### src/rtl/uart_tx_fifo.sv
// uart_tx_fifo: FIFO-buffered UART transmitter with configurable width, parity and stop bits
module uart_tx_fifo #(
    parameter int CLK_FREQ   = 100_000_000,
    parameter int BAUD       = 115200,
    parameter int DATA_BITS  = 8,
    parameter int PARITY     = 0,
    parameter int STOP_BITS  = 1,
    parameter int FIFO_DEPTH = 16
) (
    input  logic                                  clk,
    input  logic                                  rst_i,
    input  logic [DATA_BITS-1:0]                  din_i,
    input  logic                                  wr_en_i,
    output logic                                  full_o,
    output logic                                  empty_o,
    output logic [$clog2(FIFO_DEPTH+1)-1:0]       fifo_count_o,
    output logic                                  tx_o,
    output logic                                  busy_o,
    output logic                                  tx_done_tick_o
);
    localparam int CPB = CLK_FREQ / BAUD;
    localparam int BW  = $clog2(CPB);
    localparam int PW  = $clog2(FIFO_DEPTH);
    localparam int CW  = $clog2(FIFO_DEPTH + 1);
    localparam logic [BW-1:0] BAUD_LAST = BW'(CPB - 1);
    localparam logic [BW-1:0] DONE_AT   = BW'(CPB - 2);
    localparam logic [3:0]    DATA_LAST = 4'(DATA_BITS - 1);
    localparam logic [3:0]    STOP_LAST = 4'(STOP_BITS - 1);
    localparam logic [CW-1:0] FULL_CNT  = CW'(FIFO_DEPTH);
    localparam logic          ODD       = PARITY == 1;
    localparam logic          HAS_PAR   = PARITY != 0;

    typedef enum logic [2:0] {IDLE, START, DATA, PARITY_BIT, STOP} state_t;

    state_t                state;
    logic [DATA_BITS-1:0]  mem [FIFO_DEPTH];
    logic [PW-1:0]         wr_ptr, rd_ptr;
    logic [DATA_BITS-1:0]  shreg;
    logic                  par_bit;
    logic [BW-1:0]         baud_cnt;
    logic [3:0]            bit_cnt;
    logic                  push, pop, bit_end, frame_end;
    logic [CW-1:0]         count_nxt;

    // Handshake between FIFO and FSM: a pop happens whenever the line is free for a new frame
    always_comb begin
        bit_end   = baud_cnt == BAUD_LAST;
        frame_end = state == STOP && bit_end && bit_cnt == STOP_LAST;
        push      = wr_en_i && !full_o;
        pop       = !empty_o && (state == IDLE || frame_end);
        count_nxt = fifo_count_o + CW'(push) - CW'(pop);
    end

    // Storage array; writes are harmless during reset since the pointers are cleared
    always_ff @(posedge clk)
        if (push) mem[wr_ptr] <= din_i;

    // Pointers and registered occupancy flags
    always_ff @(posedge clk) begin
        if (rst_i) begin
            wr_ptr       <= '0;
            rd_ptr       <= '0;
            fifo_count_o <= '0;
            full_o       <= 1'b0;
            empty_o      <= 1'b1;
        end else begin
            if (push) wr_ptr <= wr_ptr + PW'(1);
            if (pop) rd_ptr <= rd_ptr + PW'(1);
            fifo_count_o <= count_nxt;
            full_o       <= count_nxt == FULL_CNT;
            empty_o      <= count_nxt == '0;
        end
    end

    // Frame sequencer; every bit period lasts CPB cycles and all line outputs are registered
    always_ff @(posedge clk) begin
        if (rst_i) begin
            state          <= IDLE;
            tx_o           <= 1'b1;
            busy_o         <= 1'b0;
            tx_done_tick_o <= 1'b0;
            baud_cnt       <= '0;
            bit_cnt        <= '0;
            shreg          <= '0;
            par_bit        <= 1'b0;
        end else begin
            tx_done_tick_o <= state == STOP && bit_cnt == STOP_LAST && baud_cnt == DONE_AT;
            baud_cnt       <= bit_end ? '0 : baud_cnt + BW'(1);
            if (pop) begin
                state    <= START;
                tx_o     <= 1'b0;
                busy_o   <= 1'b1;
                baud_cnt <= '0;
                bit_cnt  <= '0;
                shreg    <= mem[rd_ptr];
                par_bit  <= ^mem[rd_ptr] ^ ODD;
            end else begin
                case (state)
                    START: if (bit_end) begin
                        state <= DATA;
                        tx_o  <= shreg[0];
                    end
                    DATA: if (bit_end) begin
                        if (bit_cnt == DATA_LAST) begin
                            bit_cnt <= '0;
                            state   <= HAS_PAR ? PARITY_BIT : STOP;
                            tx_o    <= HAS_PAR ? par_bit : 1'b1;
                        end else begin
                            bit_cnt <= bit_cnt + 4'd1;
                            shreg   <= shreg >> 1;
                            tx_o    <= shreg[1];
                        end
                    end
                    PARITY_BIT: if (bit_end) begin
                        state <= STOP;
                        tx_o  <= 1'b1;
                    end
                    STOP: if (bit_end) begin
                        if (bit_cnt == STOP_LAST) begin
                            state  <= IDLE;
                            busy_o <= 1'b0;
                        end else begin
                            bit_cnt <= bit_cnt + 4'd1;
                        end
                    end
                    default: ;
                endcase
            end
        end
    end
endmodule

### config.mk
export PLATFORM = sky130hd
export DESIGN_NAME = uart_tx_fifo
export DESIGN_NICKNAME = d
export VERILOG_FILES = /design/src/rtl/uart_tx_fifo.sv
export SDC_FILE = /design/constraint.sdc
export NUM_CORES = 1
export LEC_CHECK = 0
export CAP_MARGIN = 20
export CELL_PAD_IN_SITES_DETAIL_PLACEMENT = 0
export CELL_PAD_IN_SITES_GLOBAL_PLACEMENT = 1
export CORE_ASPECT_RATIO = 1.4
export CORE_MARGIN = 4
export CORE_UTILIZATION = 30
export CTS_CLUSTER_DIAMETER = 120
export CTS_CLUSTER_SIZE = 30
export DETAILED_ROUTE_END_ITERATION = 10
export PLACE_DENSITY = 0.55
export SYNTH_ARGS = -nofsm -noshare
export SYNTH_HDL_FRONTEND = slang
export SYNTH_SLANG_ARGS = --single-unit
### constraint.sdc
create_clock -name clk -period 4.22 [get_ports clk]
set_input_delay 0.844 -clock clk [delete_from_list [all_inputs] [get_ports clk]]
set_output_delay 0.844 -clock clk [all_outputs]
set_load 0.01 [all_outputs]
run_1/metal_density.png
27 x 38 tiles, from black (low) to pale yellow (high), scaled to the fullest tile. Values are wire area over tile area, all layers added.
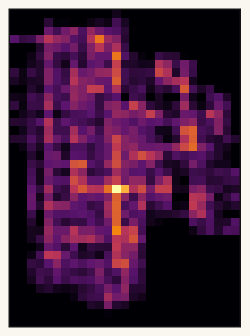
tiles over half the peak = 4.2%
mean over tiles = 0.084
nearly empty tiles = 35%
fullest tile = 0.54
emptiest ninth of the die = south-east
densest ninth of the die = center

run_1/detail.png
Scale bar: 10 um. Window x 56 to 81, y 44 to 69 um. Cells in gray, sequential cells in the stronger gray; small squares are vias.
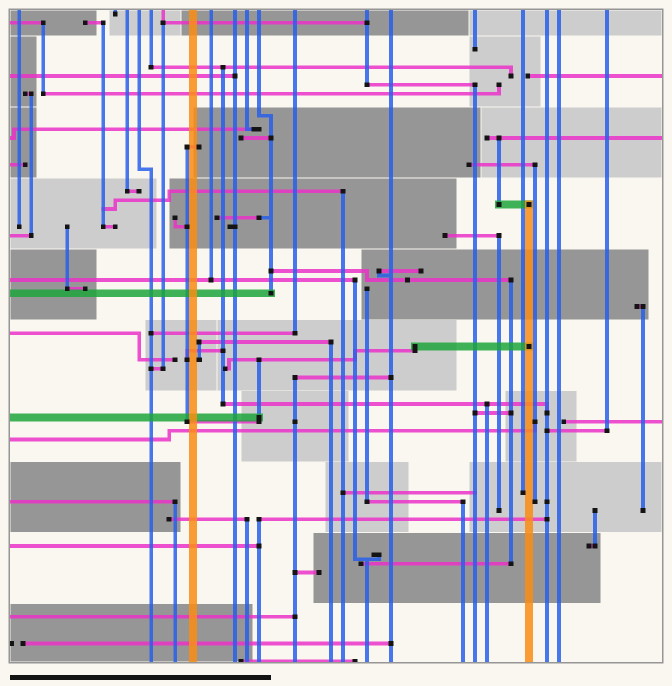
orange -> metal 4
magenta -> metal 1
blue -> metal 2
green -> metal 3
netlist names of flops here include = mem (6)
most frequent = edfxtp_1 (6), a22oi_1 (3)
sequential cells in the window = 6
cells with their middle in the window = 15

run_1/clk_routes.png
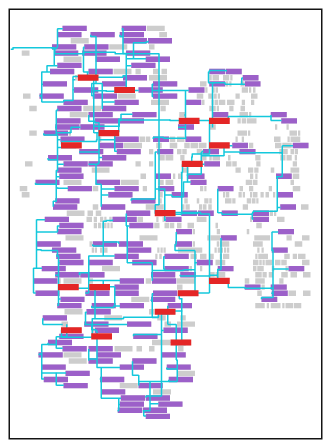
purple -> flip-flops  # count 175
cyan -> clock wires  # length 2,090 um
red -> clock drivers  # count 17
routed clock nets = 18

==> results.yml, run 1 <==
# synthesis and place-and-route metrics
sta:
  min_period_ns: 3.58
  rsz0062_at_grt: "no"
  worst_pin_slew_ns: 0.976
  finalHoldViolCount: 0
  finalSetupTns_ns: 0
  period_used_pct: 84.9
  fin_ws_ns: 0.639
  finalMaxSlewViolations: 0
clock_network:
  cts_hold_buf: 0
  cts_resized: 0
  cts_max_path_buffers: 2
drt:
  num_vias: 3721
  wl_mm: 14.3
  dr_wl_met2_mm: 7.51
  wl_met3_um: 526
  viasPerCell: 4.65
  antenna_left: 0
  wl_per_cell_um: 17.8
yosys:
  topCellsByArea: "edfxtp_1, dfxtp_1, mux4_2"
  ys_area_um2: 7020
  ff_type: "edfxtp_1"
  synth.yosys.seq_area_share_pct: 68.1
  ys_cells: 454
  netlist.top_cell.by_area: "edfxtp_1"
final_layout:
  buffer_area_share_pct: 3.38
  largest_class: "sequential cells"
  drive_above_1_share_pct: 15.6
  nets: 507
  buffers_excl_clock: 30
  final_core_util_pct: 35.2
  antenna_cells: 0
worst_setup_path:
  critPathSlowestCell: "or4b_2"
  r2r_setup_slack_ns: 0.64
  rr_startpoint: "baud_cnt[2]"
  ff2ff_path_depth: 12
  cp.depth: 12
  cp-startpoint: "baud_cnt[2]"
  cpMostUsedCell: "inv_1"
  start_kind: "flop"
  crit_type: "flop to flop"
  arrival_ns: 3.92
placed_design:
  portBuffers: 20
  place_area_um2: 7590
  dp_cells: 768
global_route:
  antenna_found_initial: 0
  grt_max_degree: 33
  gr-total-overflow: 0
die:
  taps: 306
  core_um2: 23100
  fp_util_pct: 30.4
  die_y_um: 189
  core.rowCount: 66
worst_hold_path:
  hold_path_end: "baud_cnt[0]"
  hold_path_class: "flop to flop"
  hp-start: "baud_cnt[0]"
outcome:
  outcome: "completed"
pwr:
  power-top-group: "sequential cells"
  power_density_nw_per_um2: 552
  p_sw_share_pct: 27.1
  ir_drop_uv: 293
==> run 1: worst reg2reg max path: cells and delay by family (launching register included) <==
kind                       cells  cell delay [ns]
DFF                            1             0.36
AOI/OAI and AO/OA              1             0.19
adders and majority gates      3             0.80
xor gates and xnor gates       1             0.16
and+or+nand+nor                4             1.76
buffers and inverters          3             0.23
==> run 1: logic make-up (layout without fill, tap and decap cells) <==
kind of cell               count (synthesis)  in the layout  share of synthesized area (%)
DFF                                      175            175                           68.1
muxes                                     40             40                           11.4
and+or+nand+nor                          120            120                           8.91
AOI/OAI and AO/OA                         48             48                           4.44
adders and majority gates                 15             15                           2.78
xor gates and xnor gates                  17             17                           2.12
buffers and inverters                     39             79                           2.21
==> run 1: state kept, by name, indices dropped and copies added (netlist names), named ones only <==
signal / flops
busy_o: 1
full_o: 1
state: 3
tx_o: 1
wr_ptr: 4
tx_done_tick_o: 1
mem: 128
shreg: 8
bit_cnt: 4
baud_cnt: 10
empty_o: 1
rd_ptr: 4
fifo_count_o: 5
==> run 1: layout by cell type (no fill, tap or decap), types with 3 or more instances in the layout <==
master	synthesis	layout
a211oi_1	7	7
a21oi_1	12	12
a22oi_1	16	16
and2_1	3	3
and3_1	10	10
buf_4	1	10
clkbuf_16	0	17
clkdlybuf4s50_1	0	20
clkinv_1	0	4
dfxtp_1	47	45
edfxtp_1	128	128
ha_1	14	14
inv_1	17	17
inv_6	0	3
mux2i_1	8	8
mux4_2	32	32
nand2_1	15	15
nand2b_1	6	6
nand3_1	6	6
nor2_1	42	42
nor2b_1	5	5
nor3_1	9	9
nor3b_1	4	4
o21ai_0	7	7
or3_1	6	6
xnor2_1	12	12
xor2_1	5	5
run_1/logic_types.png
Scale bar: 50 um.
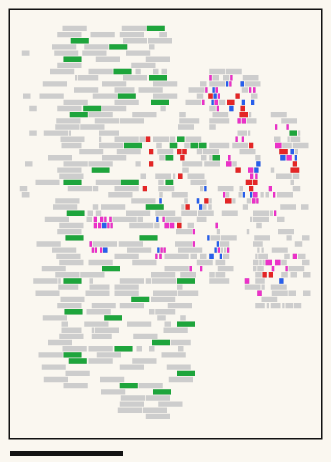

==> inputs of run 2 (changes only) <==
--- a/config.mk
+++ b/config.mk
@@ -14,7 +14,7 @@
 export CTS_CLUSTER_DIAMETER = 120
 export CTS_CLUSTER_SIZE = 30
 export DETAILED_ROUTE_END_ITERATION = 10
-export PLACE_DENSITY = 0.55
+export PLACE_DENSITY = 0.57
 export SYNTH_ARGS = -nofsm -noshare
 export SYNTH_HDL_FRONTEND = slang
 export SYNTH_SLANG_ARGS = --single-unit
==> constraint.sdc (replaced) <==
create_clock -name clk -period 3 [get_ports clk]
set_input_delay 0.6 -clock clk [delete_from_list [all_inputs] [get_ports clk]]
set_output_delay 0.6 -clock clk [all_outputs]
set_load 0.01 [all_outputs]
run_2/logic_types.png
Scale bar: 50 um.
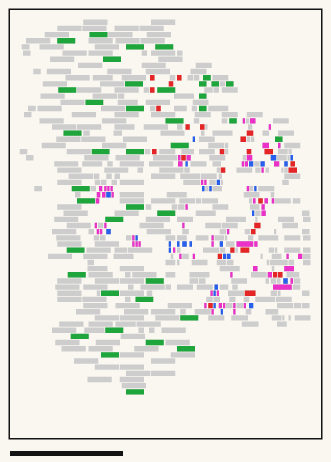
red -> and/or cells  # cells 27, most used and3_1
magenta -> nor cells  # cells 64, most used nor2_1
green -> mux cells  # cells 40, most used mux4_2
blue -> nand cells  # cells 29, most used nand2_1

run_2/metal_density.png
27 x 38 tiles, from black (low) to pale yellow (high), scaled to the fullest tile. Values are wire area over tile area, all layers added.
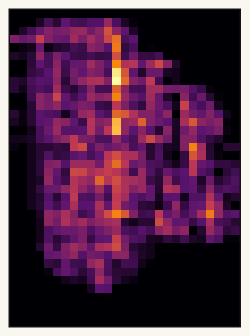
mean over tiles = 0.086
nearly empty tiles = 37%
densest ninth of the die = center
emptiest ninth of the die = south-east
fullest tile = 0.50
tiles over half the peak = 4.7%
Tot GR Track Use: 11.9%
DR vias: 3,842
total wire length: 14.7 mm
WL/cell: 18.0 um

run_2/detail.png
Scale bar: 10 um. Window x 56 to 81, y 44 to 69 um. Cells in gray, sequential cells in the stronger gray; small squares are vias.
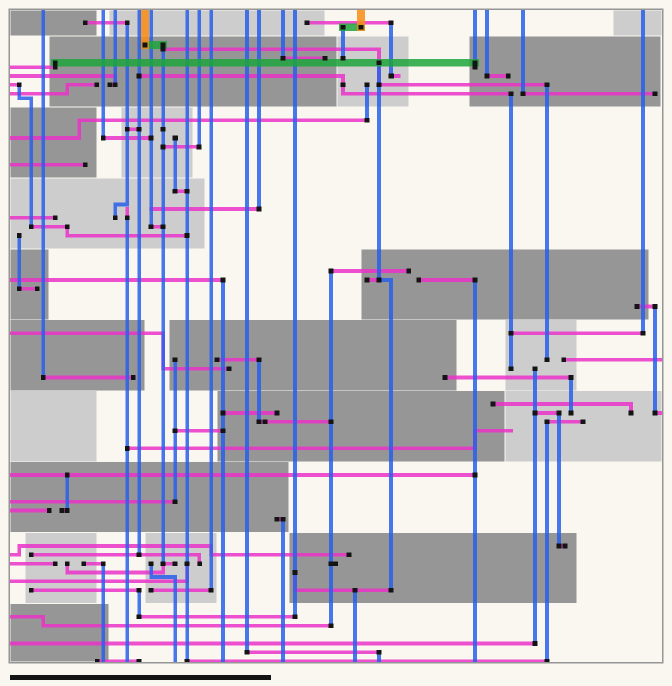
green -> metal 3
orange -> metal 4
blue -> metal 2
magenta -> metal 1
cells with their middle in the window = 14
sequential cells in the window = 7
netlist names of flops here include = mem (6), wr_ptr (1)
most frequent = edfxtp_1 (6), a22oi_1 (5), mux4_2 (2)

==> results.yml, run 2 <==
# synthesis and place-and-route metrics
outcome:
  outcome: "finished with violations"
  violations: "setup timing"
final_layout:
  final_cell_mix: "edfxtp_1, dfxtp_1, nor2_1"
  regMostFlops: "mem"
  finalInstanceArea_um2: 8450
  ff_latch_area_um2: 4790
  top_regs: "mem x128, baud_cnt x10, shreg x8"
  final_core_util_pct: 36.5
  logic_area_um2: 2170
  instances_no_fill: 818
  drive_above_1_share_pct: 22.3
  nets: 525
  fill_cells: 2180
  layout_top_cell: "edfxtp_1"
  antenna_cells: 0
  area_growth_pct: 20.3
  largest_reg_flops: 128
clock_network:
  cts_tree: "done"
  post_cts_buffers: 0
  clkSinkCount: 175
  cts_max_path_buffers: 2
  cts-buffers-inserted: 17
  clock_latency_ns: 0.43
  clkTransAtPathRegs_ns: 0.07
  h-tree-depth: 4
  cts_root_buffer: "clkbuf_16"
sta:
  min_period_ns: 3.02
  slew_headroom_pct: 48.6
  fin_skew_ns: 0.0151
  worst_pin_slew_ns: 0.770
  finalSetupTns_ns: -0.0201
  finalMaxSlewViolations: 0
  fin_ws_ns: -0.0201
  setup_viol: 1
  fmax_mhz: 331
  period_used_pct: 101
  rsz0062_at_grt: "yes"
  finalHoldViolCount: 0
  whs_ns: 0.499
worst_setup_path:
  slowest_delay_ns: 0.56
  cpMostUsedCell: "inv_2"
  worstPathMaxFanout: 3
  cp.required_ns: 3.34
  arrival_ns: 3.36
  critical_path_buf_inv_count: 3
  r2r_end: "full_o"
  start_kind: "flop"
  r2r_setup_slack_ns: -0.02
  critPathSlowestCell: "or4b_4"
  crit_chain: "or4b_4 -> nor4_4 -> a31oi_2 -> inv_2 -> ha_4 -> inv_2 -> ha_4 -> inv_2 -> fa_2 -> xnor2_2 -> nor4b_4 -> nor3b_2"
  crit_type: "flop to flop"
  rr_startpoint: "baud_cnt[7]"
  endpoint_kind: "flop"
  critPathTopFamily: "simple AND/OR/NAND/NOR gates"
  ff2ff_path_depth: 12
pwr:
  total_power_w: 0.00670
  ir_drop_uv: 456
  combPwrFrac_pct: 22.6
  p_leak_nw: 2.77
  p_sw_share_pct: 28.7
  p_int_w: 0.00478
  power_frac_seq_pct: 43.8
  p_sw_w: 0.00192
  power_frac_clock_pct: 33.5
  power_density_nw_per_um2: 793
die:
  die_y_um: 189
  core_um2: 23100
  dieArea_um2: 26000
  die_w_um: 137
  fp_util_pct: 30.4
  core.rowCount: 66
  ios: 21
drt:
  drc: 0
  dr.pass1.iters: 4
  dr.first_iter.drc_count: 182
  viasPerCell: 4.70
  antenna_left: 0
yosys:
  xor_share_pct: 2.12
  top_cells_by_count: "edfxtp_1, dfxtp_1, nor2_1"
  ys_async_sr_fraction_pct: 0
  aoi_share_pct: 4.44
  ff_type: "edfxtp_1"
  top_cell_area_share_pct: 54.7
  netlist-cell-type-count: 42
  ys.flops: 175
  synth_cells: 454
  topCombFamilyByArea: "multiplexers"
  synthMuxAreaShare_pct: 11.4
  simple_gate_area_share_pct: 8.91
  ys_cells: 454
  synth_area_um2: 7020
  ys_warn_count: 0
  top_cell: "edfxtp_1"
  synth.avg_cell_area_um2: 15.5
  topCellsByArea: "edfxtp_1, dfxtp_1, mux4_2"
  floorplan.nets: 480
  netlist.top_cell.by_area: "edfxtp_1"
  synth.yosys.seq_area_share_pct: 68.1
  edf_count: 128
  yosys.area_share.adder_pct: 2.78
  ys_area_um2: 7020
run:
  warnings: 32
  cap_violations: 0
placed_design:
  place_area_um2: 7770
  post-place-ws_ns: -0.0201
  portBuffers: 20
  gp_congestion: 0.722
  dp_hpwl_mm: 9.97
  dp_cells: 786
global_route:
  grt_max_degree: 33
  grt_pass1_vias: 3937
  antenna_found_initial: 0
  grt_pass1_wl_mm: 22.8
  gr-total-overflow: 0
worst_hold_path:
  hold_depth: 2
  hold_path_class: "flop to flop"
  hp-start: "rd_ptr[3]"
run 2: cell types whose count changed in the layout (fill, tap and decap cells not counted), sizes merged:
cell	delta
clkbuf	-2
buf	+18
clkinv	+1
clkinvlp	-1
inv	+2
run 2: power groups by stage:
stage               registers (W)  clock network, W  logic (W)
floorplan                 0.00292                 0   0.000992
global placement          0.00299                 0    0.00140
detailed placement        0.00299                 0    0.00141
CTS                       0.00294           0.00232    0.00142
global route              0.00297           0.00243    0.00167
finish                    0.00294           0.00225    0.00152
run 2: area by class of cell:
type	count	area share [%]
flip-flops and latches	175	56.7
multi-input cells	240	25.7
clock buffers	17	5.04
repair buffers	48	5.01
well taps	306	4.53
clock inverters	15	2.30
inverters	17	0.755
run 2: repair_timing:
action | in CTS | in global routing
pin swaps | 0 | 8
hold buffers | 0 | 0
gates resized | 1 | 12
endpoints found under the setup margin | 1 | 3
run 2: tightest hold or removal path: cells and delay by family, from the launching register on:
family	cells	cell delay [ns]
AOI/OAI and AO/OA	2	0.14
DFF	1	0.31
run 2: worst max path at each step:
stage,start,endpoint,cells past startpoint,slack [ns]
2_1_floorplan,baud_cnt[2],empty_o,15,0.03
3_3_place_gp,wr_en_i,full_o,11,0.06
3_5_place_dp,wr_en_i,full_o,11,-0.02
4_1_cts,baud_cnt[9],full_o,12,0.02
5_1_grt,baud_cnt[7],full_o,12,-0.20
6_report,baud_cnt[7],full_o,12,-0.02
run 2: metal layers:
| metal | part of all wire, % | track usage (%) | vias to the layer above |
|---|---|---|---|
| met2 | 54 | 20.6 | 56 |
| met4 | 1.7 | 4.57 | 0 |
| li1 | - | - | 1816 |
| met3 | 2.4 | 2.87 | 16 |
| met5 | 0 | 0 | - |
| met1 | 42 | 14.2 | 1954 |
run_2/clk_routes.png
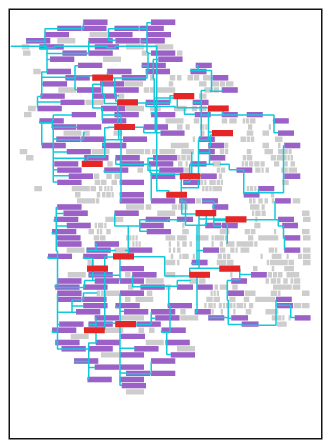

==> inputs of run 3 (changes only) <==
--- a/config.mk
+++ b/config.mk
@@ -14,7 +14,8 @@
 export CTS_CLUSTER_DIAMETER = 120
 export CTS_CLUSTER_SIZE = 30
 export DETAILED_ROUTE_END_ITERATION = 10
-export PLACE_DENSITY = 0.57
+export PLACE_DENSITY_LB_ADDON = 0.1
+export SLEW_MARGIN = 40
 export SYNTH_ARGS = -nofsm -noshare
 export SYNTH_HDL_FRONTEND = slang
 export SYNTH_SLANG_ARGS = --single-unit
run_3/clk_routes.png
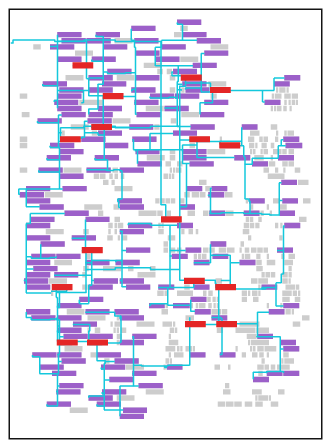
red -> clock drivers  # count 17
purple -> flip-flops  # count 175
cyan -> clock wires  # length 2,290 um
routed clock nets = 18
flops lie = all over the die

run_3/placement.png
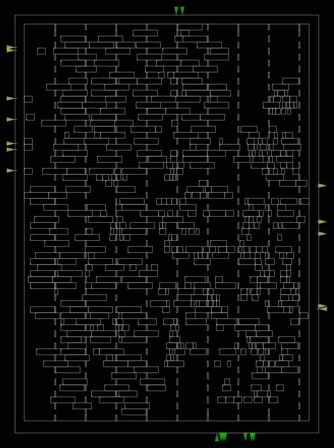
CORE AREA: 23,100 um^2
Finished Core Util: 36.4%
Non-Filler Instances: 826

run_3/metal_density.png
27 x 38 tiles, from black (low) to pale yellow (high), scaled to the fullest tile. Values are wire area over tile area, all layers added.
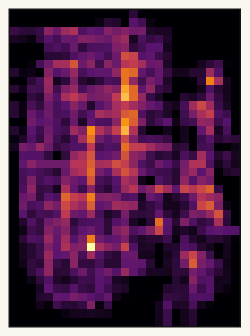
total wire length: 16.0 mm
WL/cell: 19.4 um

==> results.yml, run 3 <==
# synthesis and place-and-route metrics
outcome:
  outcome: "finished with violations"
  violations: "setup timing"
yosys:
  ff_type: "edfxtp_1"
  ys_async_sr_fraction_pct: 0
  synth.avg_cell_area_um2: 15.5
  netlist-cell-type-count: 42
  floorplan.nets: 480
  synth_area_um2: 7020
  top_cell_area_share_pct: 54.7
  netlist.top_cell.by_area: "edfxtp_1"
  topCellsByArea: "edfxtp_1, dfxtp_1, mux4_2"
  ys_area_um2: 7020
  ys_cells: 454
clock_network:
  h-tree-depth: 4
  clkSinkCount: 175
  clkTransAtPathRegs_ns: 0.07
  cts_max_path_buffers: 2
  cts_tree: "done"
  cts-buffers-inserted: 17
die:
  dieArea_um2: 26000
  die_w_um: 137
  ios: 21
pwr:
  power_density_nw_per_um2: 778
  p_int_w: 0.00471
  power_frac_clock_pct: 31.8
  power_frac_seq_pct: 44.4
  total_power_w: 0.00656
worst_setup_path:
  critPathSlowestCell: "or4b_4"
  critical_path_buf_inv_count: 3
  crit_chain: "or4b_4 -> nor4_4 -> a31oi_2 -> inv_2 -> ha_4 -> inv_2 -> ha_4 -> inv_2 -> fa_2 -> xnor2_2 -> nor4b_2 -> nor3b_2"
  cpMostUsedCell: "inv_2"
  start_kind: "flop"
  rr_startpoint: "baud_cnt[7]"
  crit_type: "flop to flop"
  cp.depth: 12
  endpoint_kind: "flop"
  worstPathMaxFanout: 3
  cp.required_ns: 3.36
  cp-startpoint: "baud_cnt[7]"
global_route:
  track_usage_pct: 13.1
  grt-busiest-layer: "met2"
  use_met3_pct: 2.95
  gr-total-overflow: 0
  grt_pass1_vias: 4049
drt:
  dr.pass1.iters: 4
  num_vias: 3797
  viasPerCell: 4.60
  dr.first_iter.drc_count: 184
worst_hold_path:
  hold_path_class: "flop to flop"
  hold_depth: 2
final_layout:
  area_growth_pct: 20.0
  regMostFlops: "mem"
  final_cell_mix: "edfxtp_1, dfxtp_1, nor2_1"
  nets: 533
sta:
  slew_headroom_pct: 51.8
  finalHoldViolCount: 0
  worst_pin_slew_ns: 0.722
  fin_ws_ns: -0.0476
  finalSetupTns_ns: -0.0719
  setup_viol: 2
placed_design:
  portBuffers: 20
==> run 3: routing by layer <==
layer | routed length (um) | vias to the layer above
met5 | 0 | -
met4 | 239 | 0
met3 | 333 | 13
met2 | 8660 | 41
met1 | 6780 | 1917
li1 | - | 1826
==> run 3: power groups by stage <==
stage          Sequential [W]  Clock, W  Combinational [W]
2_1_floorplan         0.00292         0           0.000992
3_3_place_gp          0.00297         0            0.00149
3_5_place_dp          0.00297         0            0.00149
4_1_cts               0.00292   0.00216            0.00151
5_1_grt               0.00294   0.00226            0.00171
6_report              0.00291   0.00209            0.00156
==> run 3: cells by family (layout without fill, tap and decap cells) <==
| logic type | after synthesis | in the layout | share of synthesized area [%] |
|---|---|---|---|
| flops | 175 | 175 | 68.1 |
| compound gates | 48 | 48 | 4.44 |
| xor+xnor | 17 | 17 | 2.12 |
| mux | 40 | 40 | 11.4 |
| fa+ha+maj | 15 | 15 | 2.78 |
| buf+inv | 39 | 105 | 2.21 |
| simple gates | 120 | 120 | 8.91 |
==> run 3: area by class of cell <==
cell class | count | area, um^2 | area share [%]
Sequential cell | 175 | 4790 | 56.8
Multi-Input combinational cell | 240 | 2160 | 25.7
Timing Repair Buffer | 56 | 483 | 5.73
Clock buffer | 18 | 429 | 5.09
Tap cell | 306 | 383 | 4.54
Clock inverter | 14 | 116 | 1.38
Inverter | 17 | 63.8 | 0.757
==> run 3: what timing repair did <==
item | CTS | global route
pin swaps | 0 | 7
gates cloned | 0 | 0
setup buffers | 0 | 1
resized | 2 | 12
setup endpoints to repair | 1 | 3
hold buffers | 0 | 0
==> run 3: stage by stage <==
stage | cell area, um^2 | hold WS (ns)
final | 8430 | 0.491
after CTS | 8370 | 0.493
after global routing | 8430 | 0.535
after floorplan | 7050 | 0.437
after global placement | 7820 | 0.480
after detailed placement | 7820 | 0.478
Power and IR drop assume default switching activity.
